## config.mk

```make
export PLATFORM = sky130hd
export DESIGN_NAME = branch_update_queue
export DESIGN_NICKNAME = d
export VERILOG_FILES = /design/src/rtl/branch_update_queue.sv
export SDC_FILE = /design/constraint.sdc
export NUM_CORES = 1
export LEC_CHECK = 0
export CORE_MARGIN = 5
export CORE_UTILIZATION = 60
export DETAILED_ROUTE_END_ITERATION = 6
export PLACE_DENSITY = 0.8
export SYNTH_ARGS = -nofsm -noshare
export SYNTH_HDL_FRONTEND = slang
export SYNTH_SLANG_ARGS = --single-unit
```

## constraint.sdc

```tcl
create_clock -name clk -period 7.05 [get_ports clk]
set_clock_uncertainty 0.1 [all_clocks]
set_input_delay 1.7625 -clock clk [delete_from_list [all_inputs] [get_ports clk]]
set_output_delay 1.7625 -clock clk [all_outputs]
set_load 0.01 [all_outputs]
```

## src/rtl/branch_update_queue.sv

```systemverilog
// branch_update_queue
//
// This queue holds predicted conditional branches from fetch until execute
// resolves them. Entries leave in order. Each resolve that the queue accepts
// sends a one-cycle update strobe to the pattern history table. A resolve
// whose outcome differs from the stored prediction also flushes every
// younger entry, because those entries were fetched down the wrong path.
//
// Parameters
//   DEPTH             number of in-flight entries (power of two, 2..16)
//
// Ports
//   clk               clock; all state changes on posedge
//   rst               asynchronous reset, active low
//   push              record a predicted branch this cycle
//   push_pc           PC of the pushed branch
//   push_pred         predicted direction of the pushed branch (1 = taken)
//   resolve           resolve the oldest outstanding branch this cycle
//   resolve_taken     actual direction of the resolved branch
//   full / empty      occupancy flags, taken from registered state
//   count             number of valid entries
//   pht_we            one-cycle predictor update strobe
//   pht_pc            PC to update; holds its value while pht_we is 0
//   pht_taken         actual outcome for the update; holds its value while pht_we is 0
//   mispredict        one-cycle pulse: the resolved outcome differed from the prediction
//
// Optional build macro BRANCH_UPDATE_STATS_EN adds two 16-bit counters that
// saturate at 16'hFFFF:
//   stat_branches     accepted resolves
//   stat_mispredicts  mispredicting resolves

module branch_update_queue #(
    parameter int DEPTH = 4
) (
    input  logic                       clk,
    input  logic                       rst,
    input  logic                       push,
    input  logic [15:0]                push_pc,
    input  logic                       push_pred,
    input  logic                       resolve,
    input  logic                       resolve_taken,
    output logic                       full,
    output logic                       empty,
    output logic [$clog2(DEPTH):0]     count,
    output logic                       pht_we,
    output logic [15:0]                pht_pc,
    output logic                       pht_taken,
`ifdef BRANCH_UPDATE_STATS_EN
    output logic [15:0]                stat_branches,
    output logic [15:0]                stat_mispredicts,
`endif
    output logic                       mispredict
);

    localparam int PTR_W = $clog2(DEPTH);
    localparam int CNT_W = PTR_W + 1;
    localparam logic [CNT_W-1:0] FULL_CNT = CNT_W'(DEPTH);

    logic [15:0]      mem_pc_q   [DEPTH];
    logic [15:0]      mem_pc_d   [DEPTH];
    logic [DEPTH-1:0] mem_pred_q;
    logic [DEPTH-1:0] mem_pred_d;

    logic [PTR_W-1:0] wr_ptr_q, wr_ptr_d;
    logic [PTR_W-1:0] rd_ptr_q, rd_ptr_d;
    logic [CNT_W-1:0] count_q, count_d;

    logic             pht_we_q, pht_we_d;
    logic [15:0]      pht_pc_q, pht_pc_d;
    logic             pht_taken_q, pht_taken_d;
    logic             mispredict_q, mispredict_d;

    logic             full_w;
    logic             empty_w;
    logic             res_acc;
    logic             mis_w;
    logic             push_acc;

    assign full_w  = (count_q == FULL_CNT);
    assign empty_w = (count_q == '0);

    // A resolve needs an entry. A push is accepted when there is room, or
    // when a resolve in the same cycle frees the head entry. A push made in
    // the same cycle as a mispredicting resolve is on the wrong path, so it
    // is dropped.
    assign res_acc  = resolve && !empty_w;
    assign mis_w    = res_acc && (resolve_taken != mem_pred_q[rd_ptr_q]);
    assign push_acc = push && !mis_w && (!full_w || res_acc);

    always_comb begin
        mem_pc_d   = mem_pc_q;
        mem_pred_d = mem_pred_q;
        wr_ptr_d   = wr_ptr_q;
        rd_ptr_d   = rd_ptr_q;
        count_d    = count_q;

        if (mis_w) begin
            // Flush: set the read pointer equal to the write pointer so that
            // every younger entry is discarded.
            rd_ptr_d = wr_ptr_q;
            count_d  = '0;
        end else begin
            if (push_acc) begin
                mem_pc_d[wr_ptr_q]   = push_pc;
                mem_pred_d[wr_ptr_q] = push_pred;
                wr_ptr_d             = wr_ptr_q + 1'b1;
            end
            if (res_acc) begin
                rd_ptr_d = rd_ptr_q + 1'b1;
            end
            if (push_acc && !res_acc) begin
                count_d = count_q + 1'b1;
            end else if (!push_acc && res_acc) begin
                count_d = count_q - 1'b1;
            end
        end
    end

    always_comb begin
        pht_we_d     = res_acc;
        mispredict_d = mis_w;
        pht_pc_d     = pht_pc_q;
        pht_taken_d  = pht_taken_q;
        if (res_acc) begin
            pht_pc_d    = mem_pc_q[rd_ptr_q];
            pht_taken_d = resolve_taken;
        end
    end

    always_ff @(posedge clk or negedge rst) begin
        if (!rst) begin
            for (int unsigned i = 0; i < DEPTH; i++) begin
                mem_pc_q[i] <= '0;
            end
            mem_pred_q   <= '0;
            wr_ptr_q     <= '0;
            rd_ptr_q     <= '0;
            count_q      <= '0;
            pht_we_q     <= 1'b0;
            pht_pc_q     <= '0;
            pht_taken_q  <= 1'b0;
            mispredict_q <= 1'b0;
        end else begin
            mem_pc_q     <= mem_pc_d;
            mem_pred_q   <= mem_pred_d;
            wr_ptr_q     <= wr_ptr_d;
            rd_ptr_q     <= rd_ptr_d;
            count_q      <= count_d;
            pht_we_q     <= pht_we_d;
            pht_pc_q     <= pht_pc_d;
            pht_taken_q  <= pht_taken_d;
            mispredict_q <= mispredict_d;
        end
    end

    assign full       = full_w;
    assign empty      = empty_w;
    assign count      = count_q;
    assign pht_we     = pht_we_q;
    assign pht_pc     = pht_pc_q;
    assign pht_taken  = pht_taken_q;
    assign mispredict = mispredict_q;

`ifdef BRANCH_UPDATE_STATS_EN
    logic [15:0] stat_br_q, stat_br_d;
    logic [15:0] stat_mis_q, stat_mis_d;

    always_comb begin
        stat_br_d  = stat_br_q;
        stat_mis_d = stat_mis_q;
        if (res_acc && (stat_br_q != '1)) begin
            stat_br_d = stat_br_q + 1'b1;
        end
        if (mis_w && (stat_mis_q != '1)) begin
            stat_mis_d = stat_mis_q + 1'b1;
        end
    end

    always_ff @(posedge clk or negedge rst) begin
        if (!rst) begin
            stat_br_q  <= '0;
            stat_mis_q <= '0;
        end else begin
            stat_br_q  <= stat_br_d;
            stat_mis_q <= stat_mis_d;
        end
    end

    assign stat_branches    = stat_br_q;
    assign stat_mispredicts = stat_mis_q;
`endif

endmodule

```

==> COMMIT_EDITMSG <==
Record implementation results from latest flow run

- Path category of the worst min-delay check: register to register
- The largest part of the power goes to combinational cells.
- The via count of the first global-routing pass was 2717.
- Max reg flops: 64
- The run finished with clean final reports.
- By instance count after routing, the leading logic cell type is sky130_fd_sc_hd__dfrtp_1.
- Setup Viol. Count Final: 0
- Yosys stat counts 307 cells in the synthesized netlist.
- The synthesized design contains 0 enable-type register cells.
- Synth Flop Type: sky130_fd_sc_hd__dfrtp_1
- After clock tree synthesis, the setup repair step added 0 buffers.
- Total design power: 2.42 mW
- Most area-consuming cells after synthesis: sky130_fd_sc_hd__dfrtp_1, sky130_fd_sc_hd__mux2_4, sky130_fd_sc_hd__mux4_2
* Maximum fanout count along the critical path: 14
* Register-to-Register Path Depth: 4
- Count leader, synth: sky130_fd_sc_hd__dfrtp_1
- The worst-case reg-to-reg setup slack stands at 4.00 ns.
- Sequential share of the synthesized area: 53.0%
* Clk pin slew, worst setup/hold paths: 0.09 ns
* Sequential share of power: 41.2%
- Per the detail_route report, the via count comes to 2552.
- CP Data Arrival Time: 4.07 ns
- Adder and majority cell fraction of the synthesized area: 1.58%
* Largest delay share family, worst path: buffers and inverters
- Placed insts: between 400 and 500
* Netlist Area Pre-Place: 4440 µm²
* Core footprint: 7210 µm²
- Final WL: 8230 µm
- The worst path needs roughly 3.9 ns of the cycle, external delays included.
- Tally of yosys warning messages: 0
- Number of OpenROAD warnings: 29
- Placement Setup Slack: approximately 2.7 ns
- Hold slack: 0.378 ns
* Final-stage net count: 377
- Fraction of standard cell area that is sequential: 46.0%
* Multi-input logic cell count: 188
- Measured on the final layout, buffering overhead outside the clock network stands at 9.20%.
- Total power per unit cell area: 473 nW/µm²
- For this run, the total global-route usage over all layers was measured as about 20%.
- The clock net in this run drives a total of ~94 sinks.
* Met1 usage in global routing: 26.3%
* Proportion of cell area spent on the clock network: 3.57%
- Per the synthesis report, the simple-gate share of the synthesized area is under 10%.
- Power share of the clock group: 13.7%
- The congestion estimate from routability-driven global placement came to 0.822.
* Share of the core filled with cells in the final layout: 70.9%
* Final-report max-slew violation count: 0
- The chip occupies 9210 µm².
* Power dissipated by switching net loads: 0.812 mW
* First-pass GRT wire length: 13700 µm
- According to the timing report, the data required time at the worst endpoint equals 7.19 ns.
- Beginning of the worst register-to-register path: rd_ptr_q[1]
* Setup slack after layout: 3.11 ns
- Multi-input gate area: 1950 µm²
- Summing the areas of all xor and xnor instances in the mapped netlist gives roughly 1.0% of the synthesized area.
* Count of sequential standard cells: 94
* Mapped Cells: ~310
- Detailed routing placed a total of 261 µm of wire on met3.
- The root buffer cell chosen for the clock tree is sky130_fd_sc_hd__clkbuf_8.
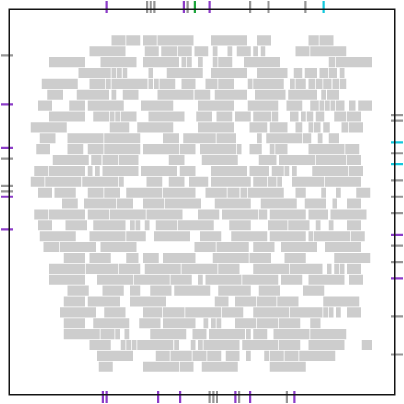
*Pin placement*
(4 px per µm) Pins as bars across the die edge, other pins in gray.
legend:
  purple:
    port: push_pc
    pins: 16
    direction: input
    edge: 7 bottom, 4 left, 3 top, 2 right
  cyan:
    port: count
    pins: 3
    direction: output
    edge: 2 right, 1 top
  green:
    port: resolve_taken
    pins: 1
    direction: input
    edge: top
all pins by edge: 14 right, 12 top, 12 bottom, 8 left
Chip Height: 96.0 µm
Die X-Extent: 96.0 µm
buffers added on ports: 45

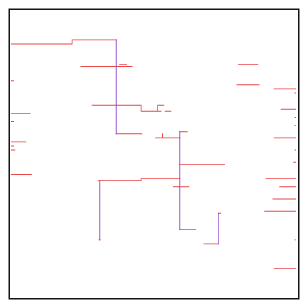
*Routed metal, one color a layer*
(3 px per µm) Two of the layers only.
legend:
  purple:
    layer: metal 4
    wire_length: 93.8 µm
  red:
    layer: metal 3
    wire_length: 262 µm

No activity file was given, so power comes from the tool's default toggle rates.
